[src/rtl/cordic_pkg.sv]
// Shared definitions for the CORDIC dispatcher: function codes, unit indices,
// response status codes, FSM state encoding and operand-count helper.
package cordic_pkg;

  localparam logic [3:0] FN_ATAN  = 4'd0;
  localparam logic [3:0] FN_MAG   = 4'd1;
  localparam logic [3:0] FN_ASIN  = 4'd2;
  localparam logic [3:0] FN_ACOS  = 4'd3;
  localparam logic [3:0] FN_SINH  = 4'd4;
  localparam logic [3:0] FN_COSH  = 4'd5;
  localparam logic [3:0] FN_EXP   = 4'd6;
  localparam logic [3:0] FN_ATANH = 4'd7;
  localparam logic [3:0] FN_LN    = 4'd8;

  localparam int UNIT_W = 3;

  localparam logic [UNIT_W-1:0] U_CIRC    = 3'd0;
  localparam logic [UNIT_W-1:0] U_ASINCOS = 3'd1;
  localparam logic [UNIT_W-1:0] U_HYP     = 3'd2;
  localparam logic [UNIT_W-1:0] U_ATANH   = 3'd3;
  localparam logic [UNIT_W-1:0] U_EXP     = 3'd4;
  localparam logic [UNIT_W-1:0] U_LN      = 3'd5;

  typedef enum logic [1:0] {
    ST_OK      = 2'b00,
    ST_ILLEGAL = 2'b01,
    ST_TIMEOUT = 2'b10
  } status_e;

  typedef enum logic [1:0] {
    S_IDLE  = 2'd0,
    S_ISSUE = 2'd1,
    S_WAIT  = 2'd2,
    S_RESP  = 2'd3
  } state_e;

  // Only the circular pair and atanh consume a second operand.
  function automatic logic needs_op2(input logic [3:0] func);
    return (func == FN_ATAN) || (func == FN_MAG) || (func == FN_ATANH);
  endfunction

endpackage

[src/rtl/cordic_dispatch_if.sv]
// Request, unit and response signals of the CORDIC dispatcher. Every channel
// uses valid/ready: a transfer happens on a clock edge where both are high, and
// the sender holds its payload stable while valid is high and ready is low.
interface cordic_dispatch_if #(
  parameter int NUM_UNITS = 6,
  parameter int DATA_W    = 16,
  parameter int RES_W     = 32
);
  logic                       req_valid;
  logic                       req_ready;
  logic [3:0]                 req_func;
  logic [DATA_W-1:0]          req_op1;
  logic [DATA_W-1:0]          req_op2;

  logic [NUM_UNITS-1:0]       unit_start;
  logic [3:0]                 unit_func;
  logic [DATA_W-1:0]          unit_op1;
  logic [DATA_W-1:0]          unit_op2;
  logic [NUM_UNITS-1:0]       unit_done;
  logic [NUM_UNITS*RES_W-1:0] unit_result;

  logic                       rsp_valid;
  logic                       rsp_ready;
  logic [RES_W-1:0]           rsp_result;
  logic [1:0]                 rsp_status;

  modport master (
    output req_valid, req_func, req_op1, req_op2,
    input  req_ready,
    input  unit_start, unit_func, unit_op1, unit_op2,
    output unit_done, unit_result,
    input  rsp_valid, rsp_result, rsp_status,
    output rsp_ready
  );

  modport slave (
    input  req_valid, req_func, req_op1, req_op2,
    output req_ready,
    output unit_start, unit_func, unit_op1, unit_op2,
    input  unit_done, unit_result,
    output rsp_valid, rsp_result, rsp_status,
    input  rsp_ready
  );
endinterface

[src/rtl/cordic_func_decode.sv]
// Maps a function code to the CORDIC unit that executes it, flags illegal codes
// and reports whether the second operand is meaningful.
module cordic_func_decode
  import cordic_pkg::*;
(
  input  logic [3:0]        func_i,
  output logic [UNIT_W-1:0] unit_o,
  output logic              legal_o,
  output logic              needs_op2_o
);

  always_comb begin
    unit_o      = '0;
    legal_o     = 1'b1;
    needs_op2_o = needs_op2(func_i);
    case (func_i)
      FN_ATAN, FN_MAG:   unit_o = U_CIRC;
      FN_ASIN, FN_ACOS:  unit_o = U_ASINCOS;
      FN_SINH, FN_COSH:  unit_o = U_HYP;
      FN_ATANH:          unit_o = U_ATANH;
      FN_EXP:            unit_o = U_EXP;
      FN_LN:             unit_o = U_LN;
      default:           legal_o = 1'b0;
    endcase
  end

endmodule

[src/rtl/cordic_dispatch.sv]
// Single-job scheduler: accepts one request, starts exactly one CORDIC unit,
// waits for its done (or a timeout) and holds the result until consumed.
module cordic_dispatch
  import cordic_pkg::*;
#(
  parameter int NUM_UNITS = 6,
  parameter int DATA_W    = 16,
  parameter int RES_W     = 32,
  parameter int TIMEOUT   = 64
) (
  input  logic             clk,
  input  logic             rst,
  cordic_dispatch_if.slave bus,
  output logic             busy,
  output state_e           dbg_state_o
);

  localparam int CNT_W = $clog2(TIMEOUT);

  state_e               state_q, state_d;
  logic [UNIT_W-1:0]    sel_q, sel_d;
  logic [3:0]           func_q, func_d;
  logic [DATA_W-1:0]    op1_q, op1_d;
  logic [DATA_W-1:0]    op2_q, op2_d;
  logic [CNT_W-1:0]     cnt_q, cnt_d;
  logic [RES_W-1:0]     res_q, res_d;
  status_e              status_q, status_d;
  logic [NUM_UNITS-1:0] start;

  logic [UNIT_W-1:0]    dec_unit;
  logic                 dec_legal;
  logic                 dec_op2;

  cordic_func_decode u_decode (
    .func_i      (bus.req_func),
    .unit_o      (dec_unit),
    .legal_o     (dec_legal),
    .needs_op2_o (dec_op2)
  );

  always_ff @(posedge clk) begin
    if (rst) begin
      state_q  <= S_IDLE;
      sel_q    <= '0;
      func_q   <= '0;
      op1_q    <= '0;
      op2_q    <= '0;
      cnt_q    <= '0;
      res_q    <= '0;
      status_q <= ST_OK;
    end else begin
      state_q  <= state_d;
      sel_q    <= sel_d;
      func_q   <= func_d;
      op1_q    <= op1_d;
      op2_q    <= op2_d;
      cnt_q    <= cnt_d;
      res_q    <= res_d;
      status_q <= status_d;
    end
  end

  always_comb begin
    state_d  = state_q;
    sel_d    = sel_q;
    func_d   = func_q;
    op1_d    = op1_q;
    op2_d    = op2_q;
    cnt_d    = cnt_q;
    res_d    = res_q;
    status_d = status_q;
    start    = '0;
    case (state_q)
      S_IDLE: begin
        if (bus.req_valid) begin
          func_d = bus.req_func;
          op1_d  = bus.req_op1;
          op2_d  = dec_op2 ? bus.req_op2 : '0;
          sel_d  = dec_unit;
          res_d  = '0;
          if (dec_legal) begin
            status_d = ST_OK;
            state_d  = S_ISSUE;
          end else begin
            status_d = ST_ILLEGAL;
            state_d  = S_RESP;
          end
        end
      end
      S_ISSUE: begin
        start[sel_q] = 1'b1;
        cnt_d        = '0;
        state_d      = S_WAIT;
      end
      S_WAIT: begin
        // A done arriving on the last allowed cycle still counts as success.
        if (bus.unit_done[sel_q]) begin
          res_d    = bus.unit_result[int'(sel_q) * RES_W +: RES_W];
          status_d = ST_OK;
          state_d  = S_RESP;
        end else if (cnt_q == CNT_W'(TIMEOUT - 1)) begin
          res_d    = '0;
          status_d = ST_TIMEOUT;
          state_d  = S_RESP;
        end else begin
          cnt_d = cnt_q + 1'b1;
        end
      end
      S_RESP: begin
        if (bus.rsp_ready) state_d = S_IDLE;
      end
      default: state_d = S_IDLE;
    endcase
  end

  // req_ready is held low while reset is asserted so every output reads 0.
  assign bus.req_ready  = (state_q == S_IDLE) && !rst;
  assign bus.unit_start = start;
  assign bus.unit_func  = func_q;
  assign bus.unit_op1   = op1_q;
  assign bus.unit_op2   = op2_q;
  assign bus.rsp_valid  = (state_q == S_RESP);
  assign bus.rsp_result = res_q;
  assign bus.rsp_status = status_q;
  assign busy           = (state_q != S_IDLE);
  assign dbg_state_o    = state_q;

endmodule

[src/flat_wrapper.sv]
// flat-port wrapper written by rule: the top's interface ports become plain ports
module cordic_dispatch_flat import cordic_pkg::*;
#(
  parameter int NUM_UNITS = 6,
  parameter int DATA_W    = 16,
  parameter int RES_W     = 32,
  parameter int TIMEOUT   = 64
)
  (clk, rst, busy, dbg_state_o, bus_req_valid, bus_req_func, bus_req_op1, bus_req_op2, bus_req_ready, bus_unit_start, bus_unit_func, bus_unit_op1, bus_unit_op2, bus_unit_done, bus_unit_result, bus_rsp_valid, bus_rsp_result, bus_rsp_status, bus_rsp_ready);
  cordic_dispatch_if #(.NUM_UNITS(NUM_UNITS), .DATA_W(DATA_W), .RES_W(RES_W)) bus_i ();
  input  logic clk;
  input  logic rst;
  output logic busy;
  output state_e dbg_state_o;
  input wire logic [$bits(bus_i.req_valid)-1:0] bus_req_valid;
  input wire logic [$bits(bus_i.req_func)-1:0] bus_req_func;
  input wire logic [$bits(bus_i.req_op1)-1:0] bus_req_op1;
  input wire logic [$bits(bus_i.req_op2)-1:0] bus_req_op2;
  output wire logic [$bits(bus_i.req_ready)-1:0] bus_req_ready;
  output wire logic [$bits(bus_i.unit_start)-1:0] bus_unit_start;
  output wire logic [$bits(bus_i.unit_func)-1:0] bus_unit_func;
  output wire logic [$bits(bus_i.unit_op1)-1:0] bus_unit_op1;
  output wire logic [$bits(bus_i.unit_op2)-1:0] bus_unit_op2;
  input wire logic [$bits(bus_i.unit_done)-1:0] bus_unit_done;
  input wire logic [$bits(bus_i.unit_result)-1:0] bus_unit_result;
  output wire logic [$bits(bus_i.rsp_valid)-1:0] bus_rsp_valid;
  output wire logic [$bits(bus_i.rsp_result)-1:0] bus_rsp_result;
  output wire logic [$bits(bus_i.rsp_status)-1:0] bus_rsp_status;
  input wire logic [$bits(bus_i.rsp_ready)-1:0] bus_rsp_ready;
  assign bus_i.req_valid = bus_req_valid;
  assign bus_i.req_func = bus_req_func;
  assign bus_i.req_op1 = bus_req_op1;
  assign bus_i.req_op2 = bus_req_op2;
  assign bus_req_ready = bus_i.req_ready;
  assign bus_unit_start = bus_i.unit_start;
  assign bus_unit_func = bus_i.unit_func;
  assign bus_unit_op1 = bus_i.unit_op1;
  assign bus_unit_op2 = bus_i.unit_op2;
  assign bus_i.unit_done = bus_unit_done;
  assign bus_i.unit_result = bus_unit_result;
  assign bus_rsp_valid = bus_i.rsp_valid;
  assign bus_rsp_result = bus_i.rsp_result;
  assign bus_rsp_status = bus_i.rsp_status;
  assign bus_i.rsp_ready = bus_rsp_ready;
  cordic_dispatch #(.NUM_UNITS(NUM_UNITS), .DATA_W(DATA_W), .RES_W(RES_W), .TIMEOUT(TIMEOUT)) u_core (.clk(clk), .rst(rst), .bus(bus_i), .busy(busy), .dbg_state_o(dbg_state_o));
endmodule
[config.mk]
export PLATFORM = sky130hd
export DESIGN_NAME = cordic_dispatch_flat
export DESIGN_NICKNAME = d
export VERILOG_FILES = /design/src/rtl/cordic_pkg.sv /design/src/rtl/cordic_dispatch_if.sv /design/src/rtl/cordic_func_decode.sv /design/src/rtl/cordic_dispatch.sv /design/src/flat_wrapper.sv
export SDC_FILE = /design/constraint.sdc
export NUM_CORES = 1
export LEC_CHECK = 0
export ABC_CLOCK_PERIOD_IN_PS = 2900
export CORE_AREA = 2 2 125 127
export DETAILED_ROUTE_END_ITERATION = 10
export DIE_AREA = 0 0 127 129
export PLACE_DENSITY = 0.73
export REMOVE_ABC_BUFFERS = 1
export SETUP_SLACK_MARGIN = 0.05
export SLEW_MARGIN = 5
export SYNTH_ARGS = -nofsm -noshare
export SYNTH_HDL_FRONTEND = slang
export SYNTH_HIERARCHICAL = 1
export SYNTH_SLANG_ARGS = --single-unit
[constraint.sdc]
create_clock -name clk -period 2.9 [get_ports clk]
set_input_delay 0.58 -clock clk [delete_from_list [all_inputs] [get_ports clk]]
set_output_delay 0.58 -clock clk [all_outputs]
set_load 0.1 [all_outputs]
==> flow_metrics.rpt, run 1 <==
FLOW METRICS REPORT
----------------------------------------------------
[Routing]
  Total wire length ........................ 18900 um
  Average wire per standard cell ........................ around 18 um
  Per-cell via count in the routed design ........................ approximately 5
  Routed Antenna Nets ........................ 0
  Total number of vias ........................ 5468
  Drc violations ........................ 0
  Violation count after the first detailed-route iteration ........................ 313

[Setup path]
  Data arrival at the endpoint of the critical path ........................ 1830 ps
  CP max-delay cell ........................ sky130_fd_sc_hd__dfxtp_1
  Critical path's largest stage delay ........................ about 350 ps
  Kind of launch point of the worst setup path ........................ flop
  Critical path peak fanout ........................ 5
  Register-to-Register Path Depth ........................ 5
  Type of element capturing the critical path ........................ output pin
  Total number of cells along the worst setup path ........................ 5
  Buf+Inv Stages, Crit Path ........................ 2
  Required time reported for the critical path endpoint ........................ ~2300 ps
  Cells along the critical path ........................ inv_1, ha_1, nor2b_1, nor3b_1, buf_4
  Category of the most critical setup path ........................ reg2out

[Power and ir drop]
  Fraction of power consumed by combinational cells ........................ 48.9%
  Net switching share of the total power ........................ between 40% and 50%
  Int Pwr ........................ ~2.6 mW
  Leak pwr ........................ slightly above 3 nW
  Clock power frac ........................ a little under a quarter
  Power Total ........................ ~4.6 mW

[CTS]
  Post-cts resize count ........................ 0
  Clock root buffer master ........................ sky130_fd_sc_hd__clkbuf_16
  H-tree levels ........................ 3
  Num CTS Buffers ........................ 9
  Clock input transition at the sequential cells of the worst setup and hold paths ........................ 60 ps
  Total of hold buffers inserted after clock tree synthesis ........................ 0
  Sinks on Clock Net ........................ approximately 80

[Synthesis]
  Synth Area in XOR/XNOR ........................ 0%
  Ys flops ........................ 81
  Area of the synthesized netlist per yosys stat ........................ about 0.0048 mm2
  Simple-gate share of the synthesized area ........................ between 10% and 20%
  Main logic family after synthesis ........................ AND-OR/OR-AND gates
  Number of unique standard cell types used by synthesis ........................ between 40 and 50
  Sequential area share after synthesis ........................ between 30 and 40%
  Ys cells ........................ roughly 580
  Share of async-settable or async-resettable flops after synthesis ........................ 0%
  AND-OR/OR-AND Cells, Area Fraction ........................ about a quarter
  Syn. warnings ........................ 6
  Adder-cell share of the synthesized area ........................ around 1.6%
  Most used flip-flop cell ........................ sky130_fd_sc_hd__dfxtp_1
  EDFF count, synth ........................ 0

[Worst hold path]
  Number of cells on the worst hold path ........................ 2
  Min-Delay Path Class ........................ reg2reg

[Placement]
  Port bufs ........................ 318
  Post-DP HPWL ........................ 14100 um

[Job]
  Log Warnings ........................ 29
  Number of max-cap violations ........................ 0

[Outcome]
  Result of the run ........................ finished clean

[Floorplanning]
  Area of the core ........................ between 0.01 and 0.015 mm2
  IO Pins ........................ roughly 320
  Cell Rows ........................ around 45
  Overall die width ........................ between 100 and 150 um

[STA]
  Final critical-path required period ........................ approximately 2400 ps
  Worst hold slack ........................ around 450 ps
  Setup repair after global routing missed its margin ........................ false
  Worst Skew ........................ 5.49 ps
  Final Max Tran Viols ........................ 0
  Count of final setup violators ........................ 0
  Worst slew pin tran ........................ 1040 ps
  Final period util ........................ between 80% and 90%

[Final layout]
  Share of final-layout standard cells stronger than drive strength 1 ........................ roughly 14%
  Final layout net count ........................ 1111
  Final design instance area without fill ........................ between 0.008 and 0.009 mm2
  Multi-input gate area in the final layout ........................ a little under 0.003 mm2
  Most numerous logic cell after layout ........................ sky130_fd_sc_hd__clkdlybuf4s50_1
  P&R area growth vs syn ........................ 69.9%
  Most common logic cells in the final layout ........................ sky130_fd_sc_hd__clkdlybuf4s50_1, sky130_fd_sc_hd__nand2_1, sky130_fd_sc_hd__buf_4, sky130_fd_sc_hd__dfxtp_1, sky130_fd_sc_hd__mux2i_1

[Global route]
  Maximum number of pins on one net before global-route repair ........................ ~70
  Global routing usage summed across all routing layers ........................ 21.7%

----------------------------------------------------
[run 1: metal layers]
metal,vias up,part of all wire (%),global-route usage (%)
met5,-,0,0
met4,0,1.3,5.56
met3,17,9.2,7.78
met2,213,50,38.6
met1,2529,39,24.8
li1,2709,-,-
[run 1: worst reg2reg max path: cells and delay by family (launching register included)]
| family | cells | cell delay, ps |
|---|---|---|
| AND/OR/NAND/NOR | 2 | 1020 |
| flip-flops | 1 | 530 |
| buffers and inverters | 1 | 420 |
| AND-OR/OR-AND | 2 | 280 |
[run 1: kinds of logic after synthesis]
family / after synthesis
AND/OR/NAND/NOR: 203
AND-OR/OR-AND: 161
flip-flops: 81
multiplexers: 71
buffers and inverters: 60
adder cells (fa/ha/maj): 6
[run 1: flip-flops by register name (all words and copies together), names as in the netlist]
name	flops
u_core/dbg_state_o	2
u_core/bus.unit_op1	16
u_core/bus.unit_func	4
u_core/bus.rsp_status	2
u_core/sel_q	3
u_core/bus.unit_op2	16
u_core/cnt_q	6
u_core/bus.rsp_result	32
[run 1: area by class of cell]
cell class	instances	share of cell area (%)
antenna	3	0.0915
clock buffer	10	2.91
clock inverter	5	0.381
inverter	5	0.229
multi-input combinational	441	35.9
sequential	81	19.8
tap	188	2.87
timing repair buffer	329	37.7
[run 1: final timing paths]
path                                                           from  slack [ps]                                endpoint
worst max register to register         u_core/sel_q[1]$_SDFFE_PP0P_         590  u_core/bus.rsp_result[31]$_SDFFE_PP0P_
worst min-delay path            u_core/bus.unit_op2[4]$_SDFFE_PP0P_         450     u_core/bus.unit_op2[4]$_SDFFE_PP0P_
worst max-delay path             u_core/dbg_state_o[1]$_SDFFE_PP0P_         490                       bus_unit_start[0]
worst min register to register  u_core/bus.unit_op2[4]$_SDFFE_PP0P_         450     u_core/bus.unit_op2[4]$_SDFFE_PP0P_
[run 1: Yosys cell counts, types with 6 or more instances]
cell / n / area (um2)
sky130_fd_sc_hd__nand2_1: 106 / 398
sky130_fd_sc_hd__dfxtp_1: 81 / 1620
sky130_fd_sc_hd__mux2i_1: 69 / 691
sky130_fd_sc_hd__nor2_1: 42 / 158
sky130_fd_sc_hd__a21oi_1: 40 / 200
sky130_fd_sc_hd__clkbuf_1: 40 / 150
sky130_fd_sc_hd__a211o_1: 33 / 289
sky130_fd_sc_hd__o211ai_1: 33 / 248
sky130_fd_sc_hd__a32o_1: 32 / 320
sky130_fd_sc_hd__nand3_1: 19 / 95.1
sky130_fd_sc_hd__nand2b_1: 11 / 68.8
sky130_fd_sc_hd__buf_2: 8 / 40.0
sky130_fd_sc_hd__nor2b_1: 7 / 43.8
sky130_fd_sc_hd__ha_1: 6 / 75.1
[run 1: power groups by stage]
stage	clock (mW)	combinational (mW)	sequential, mW
after floorplan	0	0.801	1.96
after global placement	0	2.24	1.30
after detailed placement	0	2.24	1.30
after CTS	1.09	2.25	1.28
after global routing	1.13	2.37	1.29
final	1.06	2.24	1.27
[run 1: through the flow]
stage	setup WS, ps	instances
final	495	1062
after global placement	499	1044
after CTS	417	1059
after floorplan	-2140	527
after detailed placement	480	1044
after global routing	290	1060
Figure 1. Close-up of the layout (run 1).
The bar under the picture is 20 um long. Region (7, 7) to (57, 57) um. Cells in gray, sequential cells in the stronger gray; small squares are vias.
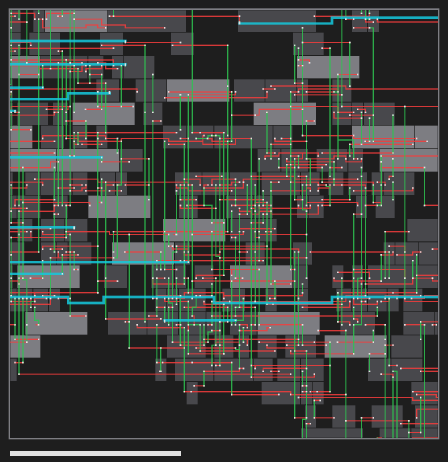
met1 -> red
met3 -> cyan
met2 -> green
cells with their middle in the window = 151
most frequent = nand2_1 (19), dfxtp_1 (17), buf_4 (16)
sequential cells in the window = 17
netlist names of flops here include = u_core/bus.unit_op2 (7), u_core/cnt_q (6), u_core/bus.rsp_status (2)

Figure 2. Placed standard cells (run 1).
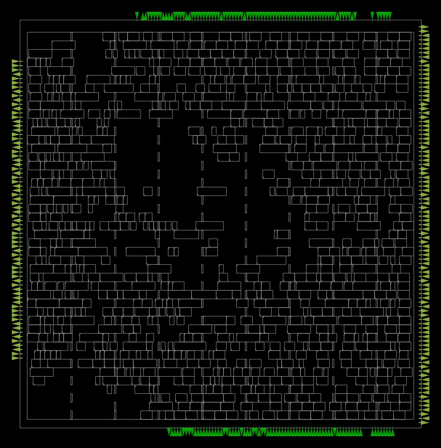
Final Instance Count excl. Fillers: 1062
sequential cell count: 81

Figure 3. Sequential cells grouped by signal name (run 1).
Other sequential cells in the stronger gray, the rest of the logic in the fainter gray.
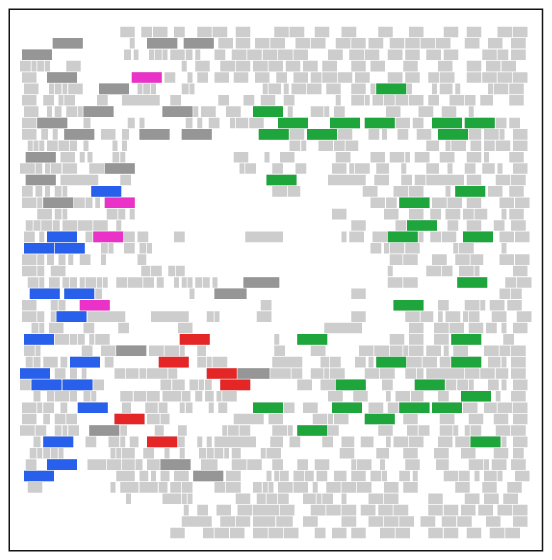
u_core/bus.unit_func -> magenta  # flops 4
u_core/cnt_q -> red  # flops 6
u_core/bus.rsp_result -> green  # flops 32
u_core/bus.unit_op2 -> blue  # flops 16
not colored = 23
Layout Utilization: 54.8%
power of the sequential group: 1.27 mW
total area of sequential cells: 0.00163 mm2
sequential share of cell area: 19.8%

==> run 1 -> run 2 <==
--- a/config.mk
+++ b/config.mk
@@ -5,11 +5,11 @@
 export SDC_FILE = /design/constraint.sdc
 export NUM_CORES = 1
 export LEC_CHECK = 0
-export ABC_CLOCK_PERIOD_IN_PS = 2900
-export CORE_AREA = 2 2 125 127
+export ABC_CLOCK_PERIOD_IN_PS = 2200
+export CORE_MARGIN = 2
+export CORE_UTILIZATION = 33
 export DETAILED_ROUTE_END_ITERATION = 10
-export DIE_AREA = 0 0 127 129
-export PLACE_DENSITY = 0.73
+export PLACE_DENSITY = 0.78
 export REMOVE_ABC_BUFFERS = 1
 export SETUP_SLACK_MARGIN = 0.05
 export SLEW_MARGIN = 5
==> constraint.sdc (replaced) <==
create_clock -name clk -period 2.2 [get_ports clk]
set_input_delay 0.44 -clock clk [delete_from_list [all_inputs] [get_ports clk]]
set_output_delay 0.44 -clock clk [all_outputs]
set_load 0.1 [all_outputs]
Figure 4. Placed standard cells (run 2).
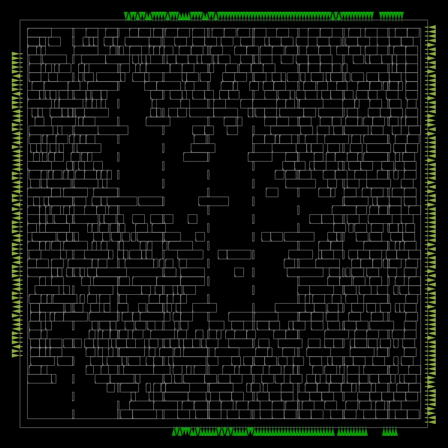
area of the core: 0.0144 mm2
fillers: 1304

Figure 5. Wire density map (run 2).
The bar under the picture is 20 um long. 25 x 25 tiles, from black (low) to pale yellow (high), scaled to the fullest tile. Values are wire area over tile area, all layers added.
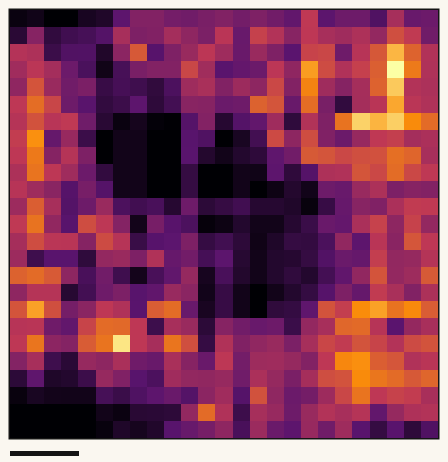
tiles over half the peak = 21%
nearly empty tiles = 5.3%
fullest tile = 0.57
emptiest ninth of the die = center
mean over tiles = 0.19
total wire length: 18500 um
global routing usage summed across all routing layers: 22.6%

==> run 2 against run 1 <==
Compared with the run above:
- hold slack improved by 2.1 ps
- clock skew about the same
- global-route usage rose by 0.89 points
- count of clock-buffer cells in the layout shrank 1
- critical path depth is 2 lower
- total power grew 39%
- combinational power up 41%
- wire length shrank 1.9%
- non-clock buffer count rose by 12
- largest power group unchanged
- clock power increased by 42%
- die size down 4.7%
- largest cell class unchanged
==> flow_metrics.rpt, run 2 <==
FLOW METRICS REPORT
----------------------------------------------------
[CTS]
  Sinks on Clock Net ........................ 81 (unchanged)
  Clock root buffer master ........................ sky130_fd_sc_hd__clkbuf_16
  Maximum buffer depth of the clock tree ........................ 2
  Latency at later pin ........................ about 330 ps
  Buffers inserted during post-CTS setup optimization ........................ 0
  H-tree levels ........................ 3 (unchanged)
  Num CTS Buffers ........................ 9 (unchanged)
  Clock input transition at the sequential cells of the worst setup and hold paths ........................ 60 ps (about the same)
  Total of hold buffers inserted after clock tree synthesis ........................ 0 (unchanged)

[Final layout]
  Most common logic cells in the final layout ........................ sky130_fd_sc_hd__clkdlybuf4s50_1, sky130_fd_sc_hd__nand2_1, sky130_fd_sc_hd__buf_4, sky130_fd_sc_hd__dfxtp_1, sky130_fd_sc_hd__mux2i_1
  Layout Utilization ........................ 59.1% (+4.4 points)
  Share of final-layout standard cells stronger than drive strength 1 ........................ 15.7% (+2.2 points)
  P&R area growth vs syn ........................ 76.7%
  Most numerous logic cell after layout ........................ sky130_fd_sc_hd__clkdlybuf4s50_1
  Final layout net count ........................ 1123 (+1.1%)
  Number of flip-flops under the largest register name ........................ 32 (unchanged)
  Final design instance area without fill ........................ 0.00853 mm2 (+4.0%)

[STA]
  Maximum operating frequency ........................ approximately 0.49 GHz
  Final critical-path required period ........................ 2060 ps
  Total negative slack ........................ 0 ps
  Final Max Tran Viols ........................ 0 (unchanged)
  Worst Skew ........................ 5.16 ps (-0.336 ps)
  Final period util ........................ between 90 and 100%
  Worst slew pin tran ........................ 650 ps (-392 ps)
  Setup repair after global routing missed its margin ........................ false
  Worst max-slew margin expressed relative to the limit ........................ between 50 and 60%
  Count of final setup violators ........................ 0 (unchanged)

[Routing]
  Violation count after the first detailed-route iteration ........................ 277 (-12%)
  Detail Route met3 WL ........................ 1460 um (-16%)
  Met1 wire length ........................ 7410 um (-0.13%)
  Average wire per standard cell ........................ 17.3 um (-2.5%)
  Total number of vias ........................ 5583 (+2.1%)
  First-pass iteration count of the detailed router ........................ 5
  Drc violations ........................ 0 (unchanged)
  Met2 wire len ........................ 9220 um (-2.6%)
  Top Metal Used ........................ met4
  Routed Antenna Nets ........................ 0 (unchanged)
  Per-cell via count in the routed design ........................ 5.22 (+1.4%)

[Global route]
  Number of global-route vias before repair ........................ roughly 5400
  Global route overflow ........................ 0
  Maximum number of pins on one net before global-route repair ........................ 64 (-8.6%)

[Floorplanning]
  Overall die width ........................ 125 um (-1.6%)
  Initial Util ........................ roughly 33%
  Cell Rows ........................ 44 (-2.2%)
  Die height ........................ roughly 120 um
  Chip Footprint ........................ about 0.016 mm2
  IO Pins ........................ 319 (unchanged)

[Job]
  Number of max-cap violations ........................ 0 (unchanged)
  Log Warnings ........................ 29 (unchanged)

[Synthesis]
  Post-Synthesis Mean Instance Area ........................ between 8 and 9 um2
  Ys flops ........................ 81 (unchanged)
  Mapped cell area ........................ around 0.0048 mm2
  Share of the synthesized area in the top cell type ........................ 33.6% (unchanged)
  EDFF count, synth ........................ 0 (unchanged)
  Share of async-settable or async-resettable flops after synthesis ........................ 0% (unchanged)
  Cell type with the highest aggregate area in the netlist ........................ sky130_fd_sc_hd__dfxtp_1
  Number of unique standard cell types used by synthesis ........................ 48 (unchanged)
  Syn. warnings ........................ 6 (unchanged)
  Most frequent cells after synthesis ........................ sky130_fd_sc_hd__nand2_1, sky130_fd_sc_hd__dfxtp_1, sky130_fd_sc_hd__mux2i_1
  Library cell with the highest instance count after synthesis ........................ sky130_fd_sc_hd__nand2_1
  Synth top area cells ........................ sky130_fd_sc_hd__dfxtp_1, sky130_fd_sc_hd__mux2i_1, sky130_fd_sc_hd__nand2_1
  Area of the synthesized netlist per yosys stat ........................ 0.00483 mm2 (unchanged)
  Most used flip-flop cell ........................ sky130_fd_sc_hd__dfxtp_1
  Ys cells ........................ 582 (unchanged)
  Sequential area share after synthesis ........................ 33.6% (unchanged)

[Setup path]
  Kind of launch point of the worst setup path ........................ flop
  Data arrival at the endpoint of the critical path ........................ 1620 ps (-210 ps)
  Critical path peak fanout ........................ 37 (+32)
  Required time reported for the critical path endpoint ........................ 1760 ps (-560 ps)
  Type of element capturing the critical path ........................ output pin
  Category of the most critical setup path ........................ reg2out

[Placement]
  Port bufs ........................ 318 (unchanged)
  Post-DP HPWL ........................ 13900 um (-2.1%)

[Outcome]
  Result of the run ........................ finished clean

[Power and ir drop]
  Power density over cell area ........................ between 700 and 800 mW/mm2
  Leak pwr ........................ 3.19 nW (+4.1%)

[Worst hold path]
  Min-Delay Path Class ........................ reg2reg

----------------------------------------------------
==> run 2: cell counts after synthesis <==
No cell type changed its count.
==> run 2: metrics by stage <==
stage | std cells | setup slack (ps) | hold WS [ps] | total power, mW
after floorplan | 527 | -2840 | 443 | 3.64
after CTS | 1068 | 77.9 | 453 | 6.39
final | 1069 | 142 | 452 | 6.36
after global routing | 1069 | 54.0 | 479 | 6.66
after global placement | 1052 | -21.9 | 438 | 4.82
after detailed placement | 1052 | -52.5 | 444 | 4.84
==> run 2: cell families (layout without fill, tap and decap cells) <==
group	count (synthesis)	in the layout	share of synthesized area [%]
simple gates	203	203	18.4
compound gates	161	161	26.2
flops	81	81	33.6
mux	71	71	14.9
buf+inv	60	362	5.49
fa+ha+maj	6	6	1.56
other cells	0	1	0
==> run 2: what timing repair did <==
item	CTS	global route
hold endpoints to repair	0	0
pin swaps	0	1
setup endpoints to repair	3	3
resized	7	6
==> run 2: power breakdown <==
group | internal, mW | total, mW | switching, mW | leakage (nW)
logic | 1.16 | 3.16 | 1.99 | 2.38
clock network | 0.880 | 1.51 | 0.630 | 0.146
registers | 1.60 | 1.69 | 0.0930 | 0.659
==> run 2: worst paths after layout <==
check                           depth (start not counted)                            startpoint  slack (ps)                                      to
worst max-delay path                                    3          u_core/sel_q[0]$_SDFFE_PP0P_         140                       bus_unit_start[5]
worst max register to register                          5          u_core/sel_q[0]$_SDFFE_PP0P_         310  u_core/bus.rsp_result[21]$_SDFFE_PP0P_
worst min-delay path                                    2  u_core/bus.unit_op1[15]$_SDFFE_PP0P_         450    u_core/bus.unit_op1[15]$_SDFFE_PP0P_
worst min register to register                          2  u_core/bus.unit_op1[15]$_SDFFE_PP0P_         450    u_core/bus.unit_op1[15]$_SDFFE_PP0P_
==> run 2: layer usage <==
metal,global-route usage [%],up-vias
met5,0,-
met4,8.30,0
met3,5.35,24
met2,40.2,221
met1,26.4,2600
li1,-,2738
==> run 2: cell type report <==
class	instances	area, um2	share of cell area, %
antenna	1	2.50	0.0293
clock buffer	9	225	2.64
clock inverter	7	70.1	0.821
inverter	5	21.3	0.249
multi-input combinational	441	2980	35.0
sequential	81	1630	19.1
tap	184	230	2.70
timing repair buffer	341	3370	39.5
==> run 2: worst max-delay path: stages (launching register included) <==
cell	delay [ps]
sky130_fd_sc_hd__dfxtp_2	400
sky130_fd_sc_hd__buf_4	420
sky130_fd_sc_hd__and3_1	280
sky130_fd_sc_hd__buf_12	180
==> run 2 -> run 3 <==
--- a/config.mk
+++ b/config.mk
@@ -5,13 +5,14 @@
 export SDC_FILE = /design/constraint.sdc
 export NUM_CORES = 1
 export LEC_CHECK = 0
-export ABC_CLOCK_PERIOD_IN_PS = 2200
+export ABC_CLOCK_PERIOD_IN_PS = 1800
 export CORE_MARGIN = 2
 export CORE_UTILIZATION = 33
 export DETAILED_ROUTE_END_ITERATION = 10
 export PLACE_DENSITY = 0.78
 export REMOVE_ABC_BUFFERS = 1
 export SETUP_SLACK_MARGIN = 0.05
+export SKIP_LAST_GASP = 1
 export SLEW_MARGIN = 5
 export SYNTH_ARGS = -nofsm -noshare
 export SYNTH_HDL_FRONTEND = slang
==> constraint.sdc (replaced) <==
create_clock -name clk -period 1.8 [get_ports clk]
set_input_delay 0.36 -clock clk [delete_from_list [all_inputs] [get_ports clk]]
set_output_delay 0.36 -clock clk [all_outputs]
set_load 0.1 [all_outputs]
Figure 6. Wire density map (run 3).
The bar under the picture is 20 um long. 25 x 25 tiles, from black (low) to pale yellow (high), scaled to the fullest tile. Values are wire area over tile area, all layers added.
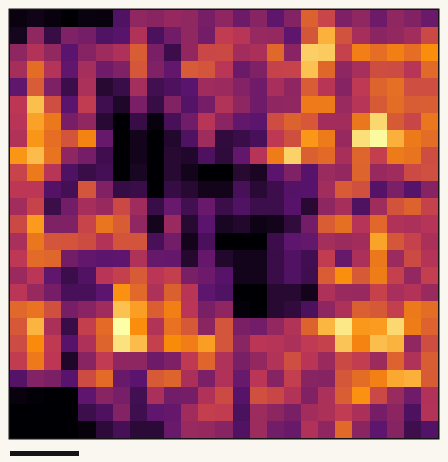
densest ninth of the die = upper right
nearly empty tiles = 4.8%
emptiest ninth of the die = center
fullest tile = 0.52
mean over tiles = 0.21
tiles over half the peak = 33%
global routing usage summed across all routing layers: 25.3%
total number of vias: 5759

Figure 7. Sequential cells grouped by signal name (run 3).
Other sequential cells in the stronger gray, the rest of the logic in the fainter gray.
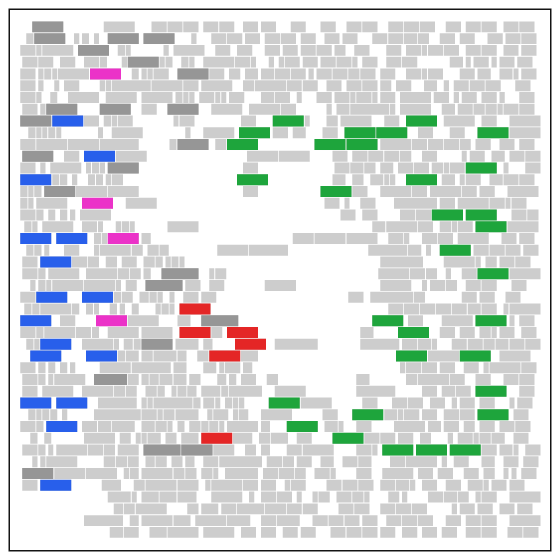
u_core/bus.rsp_result -> green  # flops 32
u_core/bus.unit_func -> magenta  # flops 4
u_core/cnt_q -> red  # flops 6, where center
u_core/bus.unit_op2 -> blue  # flops 16
not colored = 23
total area of sequential cells: 0.00164 mm2
power of the sequential group: 2.12 mW
Layout Utilization: 69.0%
sequential share of cell area: 16.5%

==> run 3 against run 2 <==
Compared with the run above:
- the flow now finishes with violations (setup timing)
- non-clock buffer count grew 29
- critical path depth grew 3
- sequential share of layout area shrank 2.7 points
- worst setup slack lost 220 ps
- utilization grew 9.9 points
- via count grew 3.2%
==> flow_metrics.rpt, run 3 <==
FLOW METRICS REPORT
----------------------------------------------------
[Outcome]
  Result of the run ........................ finished, violations left
  Violated checks ........................ setup timing

[STA]
  Count of final setup violators ........................ 29 (+29)
  Setup repair after global routing missed its margin ........................ true
  Final Max Tran Viols ........................ 0 (unchanged)
  Worst slew pin tran ........................ 482 ps (-169 ps)
  PnR worst setup slack ........................ -80.8 ps (-222 ps)
  Final period util ........................ 104%

[Routing]
  Drc violations ........................ 0 (unchanged)
  Total wire length ........................ 20300 um (+9.4%)
  Per-cell via count in the routed design ........................ 5.24 (+0.43%)

[Synthesis]
  Synth top area cells ........................ sky130_fd_sc_hd__dfxtp_1, sky130_fd_sc_hd__mux2i_1, sky130_fd_sc_hd__nand2_1
  EDFF count, synth ........................ 0 (unchanged)
  Area of the synthesized netlist per yosys stat ........................ 0.00483 mm2 (unchanged)
  Share of the synthesized area in the top cell type ........................ 33.6% (unchanged)
  Most used flip-flop cell ........................ sky130_fd_sc_hd__dfxtp_1
  Number of unique standard cell types used by synthesis ........................ 48 (unchanged)
  Ys flops ........................ 81 (unchanged)
  Post-Synthesis Mean Instance Area ........................ 8.29 um2 (unchanged)
  Syn. warnings ........................ 6 (unchanged)
  Library cell with the highest instance count after synthesis ........................ sky130_fd_sc_hd__nand2_1

[Setup path]
  Data arrival at the endpoint of the critical path ........................ 1520 ps (-100 ps)
  Crit path max-delay family ........................ buffers and inverters
  Required time reported for the critical path endpoint ........................ 1440 ps (-320 ps)
  Buf+Inv Stages, Crit Path ........................ 3 (+1)

[Floorplanning]
  Area of the core ........................ 0.0144 mm2 (unchanged)
  Die height ........................ 125 um (unchanged)
  Initial Util ........................ 33.5% (unchanged)
  IO Pins ........................ 319 (unchanged)

[CTS]
  Num CTS Buffers ........................ 9 (unchanged)
  Total of hold buffers inserted after clock tree synthesis ........................ 0 (unchanged)
  Sinks on Clock Net ........................ 81 (unchanged)
  Maximum buffer depth of the clock tree ........................ 2 (unchanged)
  H-tree levels ........................ 3 (unchanged)
  Clock root buffer master ........................ sky130_fd_sc_hd__clkbuf_16
  Latency at later pin ........................ 340 ps (about the same)

[Final layout]
  Most numerous logic cell after layout ........................ sky130_fd_sc_hd__clkdlybuf4s50_1
  Share of final-layout standard cells stronger than drive strength 1 ........................ 20.9% (+5.2 points)
  Final design instance area without fill ........................ 0.00995 mm2 (+17%)
  Most common logic cells in the final layout ........................ sky130_fd_sc_hd__clkdlybuf4s50_1, sky130_fd_sc_hd__nand2_1, sky130_fd_sc_hd__buf_12, sky130_fd_sc_hd__dfxtp_1, sky130_fd_sc_hd__mux2i_1

[Placement]
  Worst slack at placement ........................ -386 ps (-334 ps)
  Port bufs ........................ 318 (unchanged)

[Power and ir drop]
  Net switching share of the total power ........................ 41.2% (-1.5 points)
  Clock power frac ........................ 21.5% (-2.3 points)
  Fraction of power consumed by combinational cells ........................ 54.4% (+4.7 points)
  Int Pwr ........................ 5.18 mW (+42%)
  Power density over cell area ........................ 885 mW/mm2 (+19%)
  Leak pwr ........................ 3.61 nW (+13%)

[Job]
  Number of max-cap violations ........................ 0 (unchanged)

----------------------------------------------------
## run 3: cell counts after synthesis
No cell type changed its count.
## run 3: path summary, 6_finish.rpt
kind | startpoint | endpoint | slack (ps) | cells past startpoint
worst max-delay path | u_core/dbg_state_o[1]$_SDFFE_PP0P_ | bus_unit_start[0] | -80 | 6
worst min-delay path | u_core/cnt_q[5]$_SDFFE_PP0P_ | u_core/cnt_q[5]$_SDFFE_PP0P_ | 480 | 2
worst max register to register | u_core/sel_q[0]$_SDFFE_PP0P_ | u_core/bus.rsp_result[14]$_SDFFE_PP0P_ | -50 | 7
worst min register to register | u_core/cnt_q[5]$_SDFFE_PP0P_ | u_core/cnt_q[5]$_SDFFE_PP0P_ | 480 | 2
## run 3: kinds of logic after synthesis
| kind of cell | Yosys count | share of synthesized area (%) |
|---|---|---|
| AOI/OAI and AO/OA | 161 | 26.2 |
| adders and majority gates | 6 | 1.56 |
| buffers and inverters | 60 | 5.49 |
| DFF | 81 | 33.6 |
| muxes | 71 | 14.9 |
| and+or+nand+nor | 203 | 18.4 |
## run 3: layout make-up
cell class	count	area [um2]	area share, %
clock inverters	7	77.6	0.779
inverters	5	21.3	0.214
clock buffers	9	225	2.26
flip-flops and latches	81	1640	16.5
repair buffers	370	4650	46.7
diodes	1	2.50	0.0251
multi-input cells	441	3110	31.2
well taps	184	230	2.31
## run 3: routing by layer
metal	global-route usage (%)	part of all wire, %	up-vias
met1	28.4	38	2715
met2	47.0	52	226
met3	6.80	8.1	26
met4	7.52	2.0	0
li1	-	-	2792
met5	0	0	-
## run 3: through the flow
step / hold slack (ps) / std cells / utilization [%] / setup TNS, ps
after floorplan: 429 / 527 / - / -161610
after global placement: 454 / 1071 / 64.4 / -14470
after detailed placement: 466 / 1071 / 64.4 / -16870
after CTS: 475 / 1096 / 68.2 / -539
after global routing: 497 / 1098 / 69.0 / -2910
final: 477 / 1098 / 69.0 / -1250
## run 3: repair_timing
item,CTS,global route
endpoints found under the setup margin,47,50
setup buffers,6,1
resized,34,23
pin swaps,3,8
cloned,3,0
## run 3: power groups by stage
stage	clock, mW	sequential [mW]	combinational, mW
6_report	1.90	2.12	4.79
5_1_grt	2.02	2.14	5.04
4_1_cts	1.95	2.12	4.72
3_5_place_dp	0	2.15	4.34
3_3_place_gp	0	2.14	4.28
2_1_floorplan	0	3.16	1.29
## run 3: worst reg2reg max path: stages, from the launching register on
cell and delay [ps]:
sky130_fd_sc_hd__dfxtp_4 420, sky130_fd_sc_hd__mux2_4 320, sky130_fd_sc_hd__a22o_4 270, sky130_fd_sc_hd__o41ai_4 240, sky130_fd_sc_hd__buf_6 190, sky130_fd_sc_hd__buf_12 120, sky130_fd_sc_hd__buf_16 120, sky130_fd_sc_hd__a32o_1 110
Power is estimated from default activity; no workload was simulated.
